$ cat src/rtl/lcd_dec_fmt.sv
// Text-formatting stage for a 4x20 character LCD: holds the frame buffer and writes
// right-aligned decimal fields into it using a sequential double-dabble conversion.
module lcd_dec_fmt #(
   parameter int          WIDTH  = 16,
   parameter int          DIGITS = 5,
   parameter logic [7:0]  BLANK  = 8'h20
) (
   input  logic              ckht,
   input  logic              rst,
   input  logic              start,
   input  logic              clr,
   input  logic [WIDTH-1:0]  value,
   input  logic [1:0]        row,
   input  logic [4:0]        col,
   input  logic              lead_zero,
   output logic              busy,
   output logic              done,
   output logic [159:0]      lcd_h0,
   output logic [159:0]      lcd_h1,
   output logic [159:0]      lcd_h2,
   output logic [159:0]      lcd_h3
);

   localparam int CW = $clog2(WIDTH + 1);
   localparam int KW = $clog2(DIGITS + 1);
   localparam int BW = 4 * DIGITS;

   // Handshake: start/clr are accepted only on an edge where busy=0 (clr wins);
   // busy stays high until the edge that raises the one-cycle done pulse.
   typedef enum logic [1:0] {IDLE, CLEAR, CONV, WRITE} state_t;

   state_t              state;
   logic [7:0]          fb [4][20];
   logic [WIDTH-1:0]    shreg;
   logic [BW-1:0]       bcd;
   logic [BW-1:0]       bcd_adj;
   logic [BW+WIDTH-1:0] shifted;
   logic [CW-1:0]       cnt;
   logic [KW-1:0]       k;
   logic [1:0]          row_q;
   logic [4:0]          col_q;
   logic                lz_q;
   logic                seen_nz;
   logic [3:0]          digit;
   logic [5:0]          col_k;
   logic                last_digit;
   logic                suppress;
   logic [7:0]          ch;

   always_comb begin
      bcd_adj = bcd;
      for (int i = 0; i < DIGITS; i++) begin
         if (bcd[4*i +: 4] >= 4'd5)
            bcd_adj[4*i +: 4] = bcd[4*i +: 4] + 4'd3;
      end
      shifted    = {bcd_adj, shreg} << 1;
      // WRITE consumes digits from the top of bcd, shifting one nibble per cycle
      digit      = bcd[BW-1 -: 4];
      col_k      = {1'b0, col_q} + 6'(k);
      last_digit = (k == KW'(DIGITS - 1));
      suppress   = !lz_q && !seen_nz && (digit == 4'd0) && !last_digit;
      ch         = suppress ? BLANK : (8'h30 + {4'd0, digit});
   end

   always_ff @(posedge ckht or posedge rst) begin
      if (rst) begin
         state   <= IDLE;
         busy    <= 1'b0;
         done    <= 1'b0;
         shreg   <= '0;
         bcd     <= '0;
         cnt     <= '0;
         k       <= '0;
         row_q   <= '0;
         col_q   <= '0;
         lz_q    <= 1'b0;
         seen_nz <= 1'b0;
         for (int r = 0; r < 4; r++)
            for (int c = 0; c < 20; c++)
               fb[r][c] <= BLANK;
      end else begin
         done <= 1'b0;
         case (state)
            IDLE: begin
               if (clr) begin
                  state <= CLEAR;
                  busy  <= 1'b1;
               end else if (start) begin
                  shreg   <= value;
                  bcd     <= '0;
                  cnt     <= '0;
                  row_q   <= row;
                  col_q   <= col;
                  lz_q    <= lead_zero;
                  seen_nz <= 1'b0;
                  state   <= CONV;
                  busy    <= 1'b1;
               end
            end
            CLEAR: begin
               for (int r = 0; r < 4; r++)
                  for (int c = 0; c < 20; c++)
                     fb[r][c] <= BLANK;
               state <= IDLE;
               busy  <= 1'b0;
               done  <= 1'b1;
            end
            CONV: begin
               bcd   <= shifted[BW+WIDTH-1:WIDTH];
               shreg <= shifted[WIDTH-1:0];
               cnt   <= cnt + 1'b1;
               if (cnt == CW'(WIDTH - 1)) begin
                  state <= WRITE;
                  k     <= '0;
               end
            end
            WRITE: begin
               // Columns past the right edge are dropped rather than wrapped
               if (col_k < 6'd20)
                  fb[row_q][col_k[4:0]] <= ch;
               if (digit != 4'd0)
                  seen_nz <= 1'b1;
               bcd <= {bcd[BW-5:0], 4'd0};
               k   <= k + 1'b1;
               if (last_digit) begin
                  state <= IDLE;
                  busy  <= 1'b0;
                  done  <= 1'b1;
               end
            end
            default: state <= IDLE;
         endcase
      end
   end

   for (genvar c = 0; c < 20; c++) begin : g_col
      assign lcd_h0[159-8*c -: 8] = fb[0][c];
      assign lcd_h1[159-8*c -: 8] = fb[1][c];
      assign lcd_h2[159-8*c -: 8] = fb[2][c];
      assign lcd_h3[159-8*c -: 8] = fb[3][c];
   end

endmodule
$ cat config.mk
export PLATFORM = sky130hd
export DESIGN_NAME = lcd_dec_fmt
export DESIGN_NICKNAME = d
export VERILOG_FILES = /design/src/rtl/lcd_dec_fmt.sv
export SDC_FILE = /design/constraint.sdc
export NUM_CORES = 1
export LEC_CHECK = 0
export CORE_AREA = 2 2 261 263
export DETAILED_ROUTE_END_ITERATION = 8
export DIE_AREA = 0 0 263 265
export GPL_TIMING_DRIVEN = 0
export SYNTH_ARGS = -nofsm -noshare
export SYNTH_HDL_FRONTEND = slang
export SYNTH_SLANG_ARGS = --single-unit
$ cat constraint.sdc
create_clock -name ckht -period 53.3 [get_ports ckht]
set_input_delay 10.66 -clock ckht [delete_from_list [all_inputs] [get_ports ckht]]
set_output_delay 10.66 -clock ckht [all_outputs]
set_load 0.02 [all_outputs]
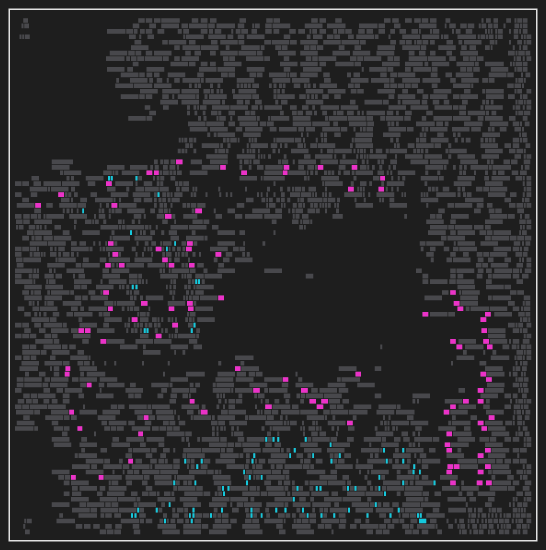
Fig. 1. Gate families picked out (run 1).
Scale: 2 px per um.
[cyan] inverters | cells: 87 | most used: inv_1
[magenta] AND-OR and OR-AND gates | cells: 98 | most used: a22o_1
logic share of the area: 0.2409
Commonest Layout Cell: clkdlybuf4s50_1
Non-Filler Instances: 3629

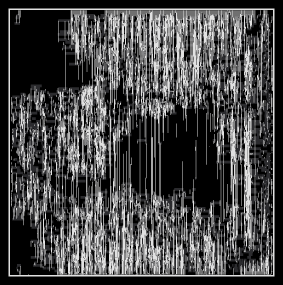
Fig. 2. The metal 2 layer (run 1).
Scale: 1 px per um.
longest straight run: 114 um
nets with wire on the layer: 2384

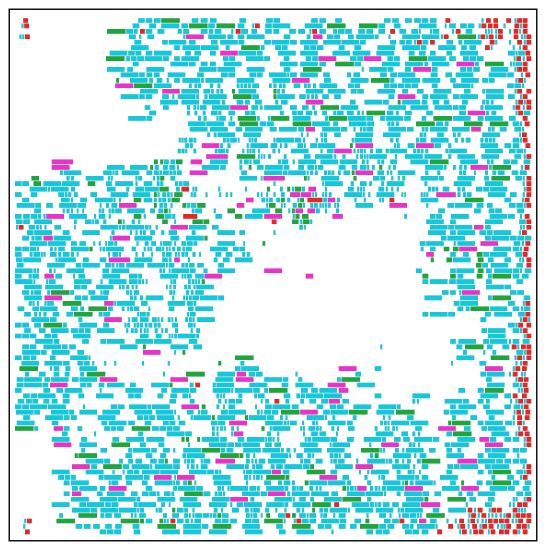
Fig. 3. Cells by drive strength (run 1).
Scale: 2 px per um.
[cyan] drive 1 or less | cells: 2316 | share: 84% | most used: clkdlybuf4s50_1
[green] drive 2 | cells: 176 | share: 6.4% | most used: dfstp_2
[magenta] drive 6 and up | cells: 97 | share: 3.5% | most used: clkbuf_16
[red] drive 3 to 4 | cells: 167 | share: 6.1% | most used: buf_4
Area Overhead vs Synth: 40.41%
non-clock buffer count: 770
fin area: 31420 um^2

==> Changelog: implementation, run 1 <==
### Implementation results

* Status: finished clean
* Layout cells sized above 1 at 0.1597
* Initial DRC Count at 1340
* Minimum clock period at 12470 ps
* Number of enable flip-flop cells at 0
* Sw Share at 0.4126
* Warnings from Yosys at 0
* Worst hold start: shreg[13]
* MaxCap Viol Count at 0
* R2R Setup Slk at 49340 ps
* CP Data Arrival Time at 1810 ps
* Worst slew margin at 0.07348
* N_diodes at 0
* Met1 usage at 0.3021
* Most instantiated logic cells after routing: 509 x clkdlybuf4s50_1, 457 x dfrtp_1, 219 x o21ai_0, 178 x nand2_1, 176 x o2bb2ai_1
* Htree depth at 2
* Clock sinks at 537
* DP Cell Count at 3519
* Tool warnings at 41
* Clock tree buffer depth at 3
* Crit. End Element: primary output
* Total negative slack at 0 ps
* Path depth of the worst reg2reg path at 8
* Clock skew at 16.18 ps
* Max IR drop VDD at 0.03274 mV
* CTS tree: built
* Routed wire length at 85120 um
* Vias in the first global route at 18108
* Critical path type: reg -> out
* Root Buffer: clkbuf_16
* Crit path max-delay family: buffers and inverters
* Netlist cell types at 62
* LEAKAGE at 13.53 nW
* DRT antenna net count at 0
* Cells in synth_stat.txt at 1964
* Core Area at 66800 um^2
* Fillers at 6104
* Worst-path clk slew at 60 ps
* PD cells at 43.38 nW/um^2
* Late-Pin Clk Latency at 610 ps
* Avg Inst Size Synth at 11.39 um^2
* Buf/Inv on CP at 1
* FF-to-FF Start: k[0]
* Worst setup startpoint: lcd_h0[149]
* Clock Power Share at 0.303
* Crit-path slowest cell: clkdlybuf4s50_1
* Cts repair resizes at 0
[run 1: cells in the mapped netlist (3+ instances only)]
master	n	area share
nand3_1	20	0.0045
a21boi_0	3	0.0010
buf_2	32	0.0072
buf_1	5	0.00084
nand4_1	6	0.0017
mux2_2	8	0.0040
xnor2_1	5	0.0020
a22o_1	71	0.028
inv_1	86	0.014
nor2_1	59	0.0099
o211ai_1	3	0.0010
a31oi_1	7	0.0020
a21o_1	15	0.0050
a21oi_1	39	0.0087
ha_1	18	0.010
mux2i_1	17	0.0076
o21bai_1	14	0.0047
nand2_1	178	0.030
o21ai_2	11	0.0043
dfrtp_1	457	0.51
a32o_1	7	0.0031
o2bb2ai_1	176	0.069
o21ai_0	219	0.049
clkbuf_1	46	0.0077
dfstp_2	80	0.094
nor3_1	15	0.0034
or2_2	16	0.0045
o22ai_1	71	0.020
o21ai_1	7	0.0016
nor2b_1	9	0.0025
nor3b_1	5	0.0017
buf_4	163	0.055
nand2b_1	62	0.017
[run 1: layout make-up]
type                            count  area [um^2]  area share
Tap cell                          873         1092     0.03477
Sequential cell                   537        13540      0.4309
Multi-Input combinational cell   1252         7570      0.2409
Clock inverter                     16        209.0    0.006651
Clock buffer                       94         1758     0.05596
Inverter                           87        334.1     0.01063
Timing Repair Buffer              523         5329      0.1696
Buffer                            247         1587     0.05050
[run 1: final timing paths]
kind / to
max in group asynchronous: lcd_h3[36]
worst max register to register: lcd_h3[4]
worst max-delay path: lcd_h0[149]
min in group asynchronous: lcd_h0[16]
worst min register to register: shreg[13]
worst min-delay path: shreg[13]
[run 1: stage by stage]
step                        util  hold slack (ps)  instance area (um^2)  setup slack [ps]
final                     0.4703            475.3                 31420             40830
after global routing      0.4703            496.6                 31420             40770
after CTS                 0.4703            484.0                 31420             40780
after detailed placement  0.4409            470.2                 29450             40480
after global placement    0.4365            463.8                 29160             21880
after floorplan                -            449.6                 22970             27760
[run 1: worst reg2reg max path, stage by stage, from the launching register on]
cell     delay (ps)
dfrtp_1         430
ha_1            290
fa_1            650
buf_2           310
nand2_1         190
nor2_1          960
nand2_1         370
a21oi_1         470
o22ai_1         160
[run 1: kinds of logic after synthesis]
group / synth area share
DFF: 0.6050
other: 0.0001676
xor gates and xnor gates: 0.002349
buffers and inverters: 0.08550
AOI/OAI and AO/OA: 0.2035
and+or+nand+nor: 0.08024
muxes: 0.01225
adders and majority gates: 0.01096
[run 1: power by group through the flow]
stage | Sequential, mW | Combinational, mW | Clock, mW
after global placement | 0.459 | 0.469 | 0
after CTS | 0.453 | 0.496 | 0.419
after floorplan | 0.461 | 0.291 | 0
final | 0.453 | 0.497 | 0.413
after global routing | 0.457 | 0.536 | 0.437
after detailed placement | 0.459 | 0.494 | 0
[run 1: registers in the layout, indices dropped and copies added (netlist names), 3 cells and up]
register  count
k             3
lcd_h0      120
col_q         5
shreg        16
lcd_h1      120
lcd_h2      120
bcd          20
cnt           5
lcd_h3      120
[run 1: routing by layer]
metal / share of wire / up-vias
met5: 0 / -
met4: 0.038 / 0
met3: 0.066 / 145
met2: 0.49 / 730
met1: 0.41 / 9229
li1: - / 8194
Fig. 4: run 1, metal 3
Scale: 1 px per um.
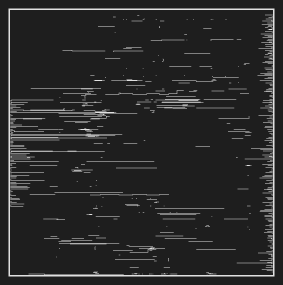

==> run 1 -> run 2 <==
Clock period 53.3 ns to 11.8 ns, I/O delays scaled along.
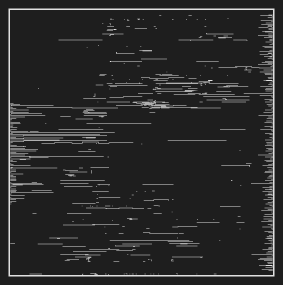
Fig. 5. Metal 3 (run 2).
Scale: 1 px per um.
wire length on this layer: 5810 um
share of all routed wire: 6.7%

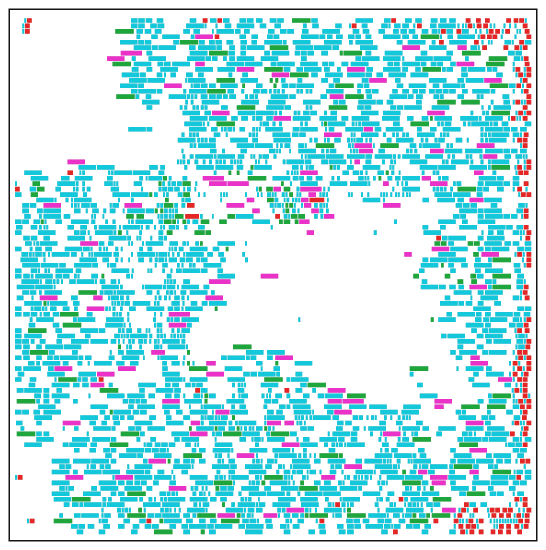
Fig. 6. Cells by drive strength (run 2).
Scale: 2 px per um.
Area Overhead vs Synth: 41.35%
fin area: 31630 um^2

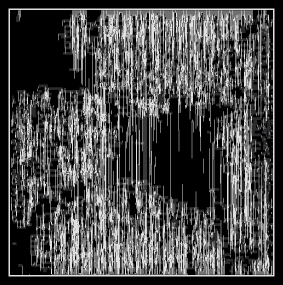
Fig. 7. The metal 2 layer (run 2).
Scale: 1 px per um.
vias: 18624
routed wire length: 86700 um
GR Util met2: 0.4174

==> run 2 against run 1 <==
  * Core utilization is 0.31 points higher
  * Die area did not move
  * Largest cell class unchanged
  * Largest power group unchanged
  * Setup slack worse by 33000 ps
  * Non-clock buffer count rose by 10
  * Wire length increased by 1.9%
  * Sequential power rose to 4.5 times the previous value
==> Changelog: implementation, run 2 <==
### Implementation results

* Critical path type: reg -> out
* DR pass1 iterations at 5
* Path depth of the worst reg2reg path at 8
* Status: finished clean
* Critical Path RT at 9440 ps
* Worst R2R End: lcd_h3[4]
* Clock Power Share at 0.307
* Die height at 265 um
* Non-Filler Instances at 3640
* Initial DRC Count at 1376
* Buf/Inv on CP at 1
* DRC at 0
* Largest net degree at the start of global routing at 46
* Avg Inst Size Synth at 11.39 um^2
* Top Metal Used: met4
* Fin Hold WS at 481.2 ps
* Metal1 wirelength at 34240 um
* Synthesized chip area reported by yosys at 22380 um^2
* Cts repair resizes at 0
* Internal at 3.641 mW
* Number of enable flip-flop cells at 0
* Final worst-path cycle share at 0.3554
* Met3 routed WL at 5812 um
* Most common cell in the synthesized netlist: dfrtp_1
* Vias in the first global route at 18474
* Clock skew at 30.06 ps
* Crit. End Element: primary output
* LEAKAGE at 13.62 nW
* Clock tree buffer depth at 3
* Clock sinks at 537
* Commonest Layout Cell: clkdlybuf4s50_1
* FF-to-FF Start: k[0]
* MaxCap Viol Count at 0
* Max IR drop VDD at 0.1468 mV
* First-pass GRT wire length at 126800 um
* Root Buffer: clkbuf_16
* Tool warnings at 33
* Overall power at 6.222 mW
* Layout cells sized above 1 at 0.1642
* Sw Share at 0.4148
* DR WL met2 at 42920 um
* Post-DP HPWL at 67080 um
* Worst setup startpoint: lcd_h1[13]
* Cells in synth_stat.txt at 1964
* Most instantiated logic cells after routing: 509 x clkdlybuf4s50_1, 457 x dfrtp_1, 219 x o21ai_0, 178 x nand2_1, 176 x o2bb2ai_1
* Most common library cells after synthesis: 457 x dfrtp_1, 219 x o21ai_0, 178 x nand2_1, 176 x o2bb2ai_1, 163 x buf_4
* Worst-path clk slew at 60 ps
* Placed instance area at 29610 um^2
* Final #Nets at 2763
* Late-Pin Clk Latency at 640 ps
* Crit path max-delay family: buffers and inverters
* Post-CTS setup buffers at 0
* CP Data Arrival Time at 1830 ps
* CTS tree: built
* Total track usage at 0.2430
* Crit-path slowest cell: clkdlybuf4s50_1
* PD cells at 196.7 nW/um^2
* R2R Setup Slk at 7750 ps
* Netlist cell types at 62
* Final number of setup-violating endpoints at 0
* Post-layout util at 0.4734
* Top-area cell share at 0.5111
* Cell type with the largest total area: dfrtp_1
* Critical path endpoint: lcd_h1[13]
* Core Area at 66800 um^2
* Top cells, area: dfrtp_1 51%, dfstp_2 9.4%, o2bb2ai_1 6.9%, buf_4 5.5%, o21ai_0 4.9%
* Worst slew margin at 0.07588
* Warnings from Yosys at 0
* Minimum clock period at 4194 ps
* Vias per cell at 5.116
* DP Cell Count at 3529
* Htree depth at 2
* Final worst slack at 7606 ps
* Total negative slack at 0 ps
* Post-Place Setup Slack at 6912 ps
* DRT antenna net count at 0
run 2: power groups by stage:
stage | logic (mW) | clock network (mW) | registers (mW)
floorplan | 1.31 | 0 | 2.08
global placement | 2.13 | 0 | 2.07
detailed placement | 2.25 | 0 | 2.08
CTS | 2.25 | 1.94 | 2.05
global route | 2.43 | 2.02 | 2.06
finish | 2.26 | 1.91 | 2.05
run 2: per-layer routing:
metal,vias up,track usage
li1,8202,-
met2,804,0.4174
met3,179,0.04673
met5,-,0
met4,0,0.1012
met1,9439,0.2998
run 2: layout make-up:
type / count / area [um^2]
antenna: 2 / 5.005
buffer: 247 / 1587
clock buffer: 87 / 1690
clock inverter: 22 / 316.6
fill: 6061 / 35180
inverter: 87 / 330.3
multi-input combinational: 1252 / 7572
sequential: 537 / 13540
tap: 873 / 1092
timing repair buffer: 533 / 5495
run 2: kinds of logic after synthesis:
kind of cell	synth area share
other cells	0.0001676
xor+xnor	0.002349
compound gates	0.2035
fa+ha+maj	0.01096
simple gates	0.08024
buf+inv	0.08550
mux	0.01225
flops	0.6050
run 2: worst min path at each step:
stage,startpoint,endpoint,slack [ps],cells after the start
after global routing,lcd_h0[1],lcd_h0[1],500,1
after global placement,cnt[4],cnt[4],460,2
after CTS,shreg[5],shreg[5],490,2
final,shreg[5],shreg[5],480,2
after floorplan,shreg[10],shreg[10],450,2
after detailed placement,lcd_h3[90],lcd_h3[90],470,2
run 2: worst reg2reg max path, cell delays in order, from the launching register on:
cell,delay (ps)
dfrtp_1,420
ha_1,280
fa_1,640
buf_2,310
nand2_1,190
nor2_1,1010
nand2_1,390
a21oi_1,490
o22ai_1,180
Fig. 8: run 2, track usage over the die
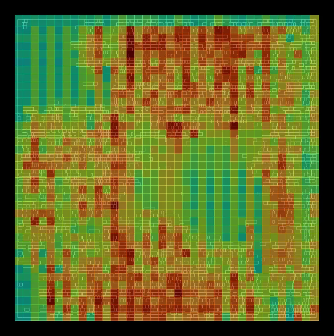

==> run 2 -> run 3 <==
Settings changed: CORE_AREA 2 2 261 263 to 2 2 260 262, DIE_AREA 0 0 263 265 to 0 0 262 264.
Clock period 11.8 ns to 3.45 ns, I/O delays scaled along.
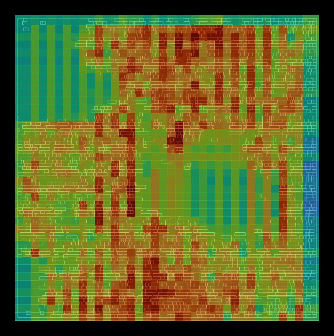
Fig. 9. Track usage over the die (run 3).
GR peak layer: met2
total track usage: 0.2401

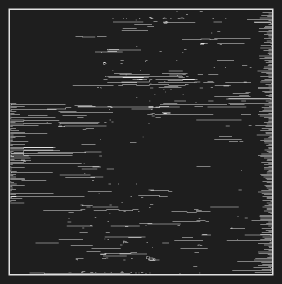
Fig. 10. Metal 3 (run 3).
Scale: 1 px per um.
longest straight run: 85.6 um
share of all routed wire: 7.2%
nets with wire on the layer: 451
wire length on this layer: 6210 um
vias: 18566
GR Layer Usage met3: 0.04385
routed wire length: 85740 um

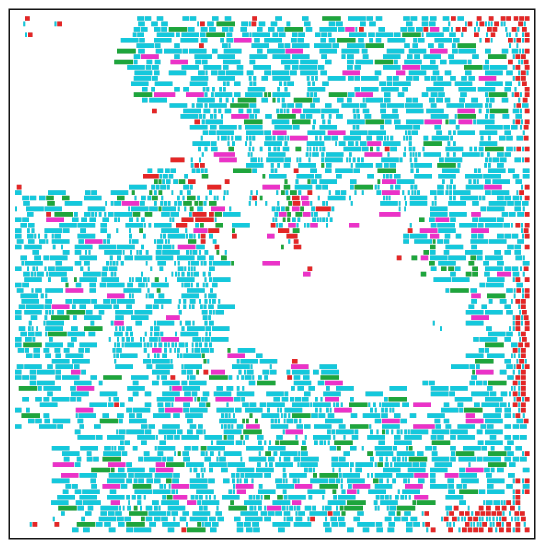
Fig. 11. Cells by drive strength (run 3).
Scale: 2 px per um.
[red] drive 3 to 4 | cells: 202 | share: 7.3% | most used: buf_4
[magenta] drive 6 and up | cells: 107 | share: 3.9% | most used: clkbuf_16
[green] drive 2 | cells: 193 | share: 6.9% | most used: dfstp_2
[cyan] drive 1 or less | cells: 2277 | share: 82% | most used: clkdlybuf4s50_1

==> run 3 against run 2 <==
  * Register-to-register slack worse by 7700 ps
  * Critical path depth is 7 higher
  * Die area is 0.76% lower
  * Wire length is 1.1% lower
  * Synthesized cell count stayed put
  * Critical path type is now reg -> reg
==> Changelog: implementation, run 3 <==
### Implementation results

* Status: finished clean
* Crit. End Element: register
* Final worst-path cycle share at 0.9831
* Clock skew at 30.21 ps
* PD cells at 675.3 nW/um^2
* Vias per cell at 5.084
* Minimum clock period at 3392 ps
* Tool warnings at 36
* MaxCap Viol Count at 0
* Reg power frac at 0.326
* LEAKAGE at 13.70 nW
* Met3 routed WL at 6208 um
* Top Metal Used: met4
* Combinational Area at 7759 um^2
* Clock Power Share at 0.293
* Top-area cell share at 0.5111
* Overall power at 21.55 mW
* Top cells, area: dfrtp_1 51%, dfstp_2 9.4%, o2bb2ai_1 6.9%, buf_4 5.5%, o21ai_0 4.9%
* Core Area at 66560 um^2
* CP Data Arrival Time at 3860 ps
* Worst slew margin at 0.2481
* DP Cell Count at 3529
* Vias in the first global route at 17794
* Final number of setup-violating endpoints at 0
* Cells in synth_stat.txt at 1964
* Synthesized chip area reported by yosys at 22380 um^2
* Largest net degree at the start of global routing at 46
* Netlist cell types at 62
* FF+latch area at 13540 um^2
* Die height at 264 um
* First-pass GRT wire length at 123000 um
* Htree depth at 2
* CTS tree: built
* Post-layout util at 0.4793
* Metal1 wirelength at 33840 um
* Area Overhead vs Synth at 42.60%
* Critical path type: reg -> reg
* Final #Nets at 2779
* Clock sinks at 537
* N_diodes at 0
* Total negative slack at 0 ps
* Sw Share at 0.4165
* Initial antenna violation count at 3
* Post-synth top flop: dfrtp_1
* Initial DRC Count at 1358
* Combinational power share at 0.382
* Late-Pin Clk Latency at 630 ps
* Root Buffer: clkbuf_16
* Most common library cells after synthesis: 457 x dfrtp_1, 219 x o21ai_0, 178 x nand2_1, 176 x o2bb2ai_1, 163 x buf_4
* Most instantiated logic cells after routing: 509 x clkdlybuf4s50_1, 457 x dfrtp_1, 203 x o21ai_0, 181 x buf_4, 177 x nand2_1
* Warnings from Yosys at 0
* FF-to-FF Start: k[0]
* DRT antenna net count at 0
* DR WL met2 at 41770 um
* Clock tree buffer depth at 3
* Commonest Layout Cell: clkdlybuf4s50_1
* Cell type with the largest total area: dfrtp_1
* CTS Buf Count at 56
* Layout cells sized above 1 at 0.1806
* DRC at 0
* Fin Hold WS at 444.7 ps
* Critical Path RT at 3920 ps
* Non-Filler Instances at 3652
* Fillers at 6047
* Internal at 12.57 mW
* Post-DP HPWL at 66190 um
* DR pass1 iterations at 6
* Most common cell in the synthesized netlist: dfrtp_1
* Number of enable flip-flop cells at 0
* Async S/R FF share, synth at 1.000
* Worst-path clk slew at 70 ps
==> run 3: netlist changes by cell type in the layout (fill, tap and decap cells not counted), sizes merged, moves of 2 or more <==
cell    change
clkinv      -3
buf        +16
clkbuf      +5
diode       -2
bufinv      -2
==> run 3: cell type report <==
type	count	share of cell area
Tap cell	873	0.03423
Inverter	87	0.01035
Buffer	247	0.05012
Clock inverter	15	0.007529
Multi-Input combinational cell	1252	0.2432
Timing Repair Buffer	551	0.1767
Sequential cell	537	0.4243
Clock buffer	90	0.05357
==> run 3: power by group through the flow <==
stage	Sequential, mW	Combinational (mW)	Clock, mW
finish	7.02	8.22	6.30
global route	7.07	8.79	6.66
CTS	7.01	7.81	6.41
detailed placement	7.11	7.63	0
global placement	7.11	7.20	0
floorplan	7.12	4.50	0
==> run 3: final timing paths <==
kind	endpoint	cells past startpoint	slack, ps
min in group ckht	shreg[13]	2	480
max reg2reg	lcd_h1[1]	8	60
min reg2reg	shreg[13]	2	480
max in group asynchronous	lcd_h0[61]	6	1460
min	lcd_h1[156]	2	440
max	lcd_h1[1]	8	60
==> run 3: timing repair <==
item                                    in CTS  in global routing
endpoints found under the hold margin        0                  0
hold buffers                                 0                  0
endpoints found under the setup margin     204                406
setup buffers                                9                  9
pin swaps                                    7                  6
resized                                     33                 37
cloned                                       0                  0
==> run 3: per-stage QoR <==
step | instance area (um^2) | worst slack, ps
2_1_floorplan | 22980 | -4477
3_3_place_gp | 29160 | -7658
3_5_place_dp | 29590 | -583.3
4_1_cts | 31700 | -145.1
5_1_grt | 31910 | -20.88
6_report | 31910 | 58.32
==> run 3: cells by family (layout without fill, tap and decap cells) <==
kind of cell | after synthesis | after routing | synth area share
AND-OR/OR-AND | 656 | 656 | 0.2035
buffers and inverters | 334 | 990 | 0.08550
other | 1 | 160 | 0.0001676
XOR/XNOR | 6 | 6 | 0.002349
adder cells (fa/ha/maj) | 19 | 19 | 0.01096
flip-flops | 537 | 537 | 0.6050
multiplexers | 26 | 26 | 0.01225
AND/OR/NAND/NOR | 385 | 385 | 0.08024
==> run 3: metal layers <==
metal | track usage | vias to the layer above
met2 | 0.4002 | 780
met3 | 0.04385 | 165
met4 | 0.1002 | 0
li1 | - | 8213
met1 | 0.3059 | 9408
met5 | 0 | -
==> run 3: critical path, stage by stage, from the launching register on <==
cell and delay, ps:
dfrtp_1 430, ha_1 290, fa_1 620, buf_2 300, nand2_1 280, nor2_2 540, nand2_1 290, a21oi_2 350
o22ai_1 140
Power and IR drop assume default switching activity.
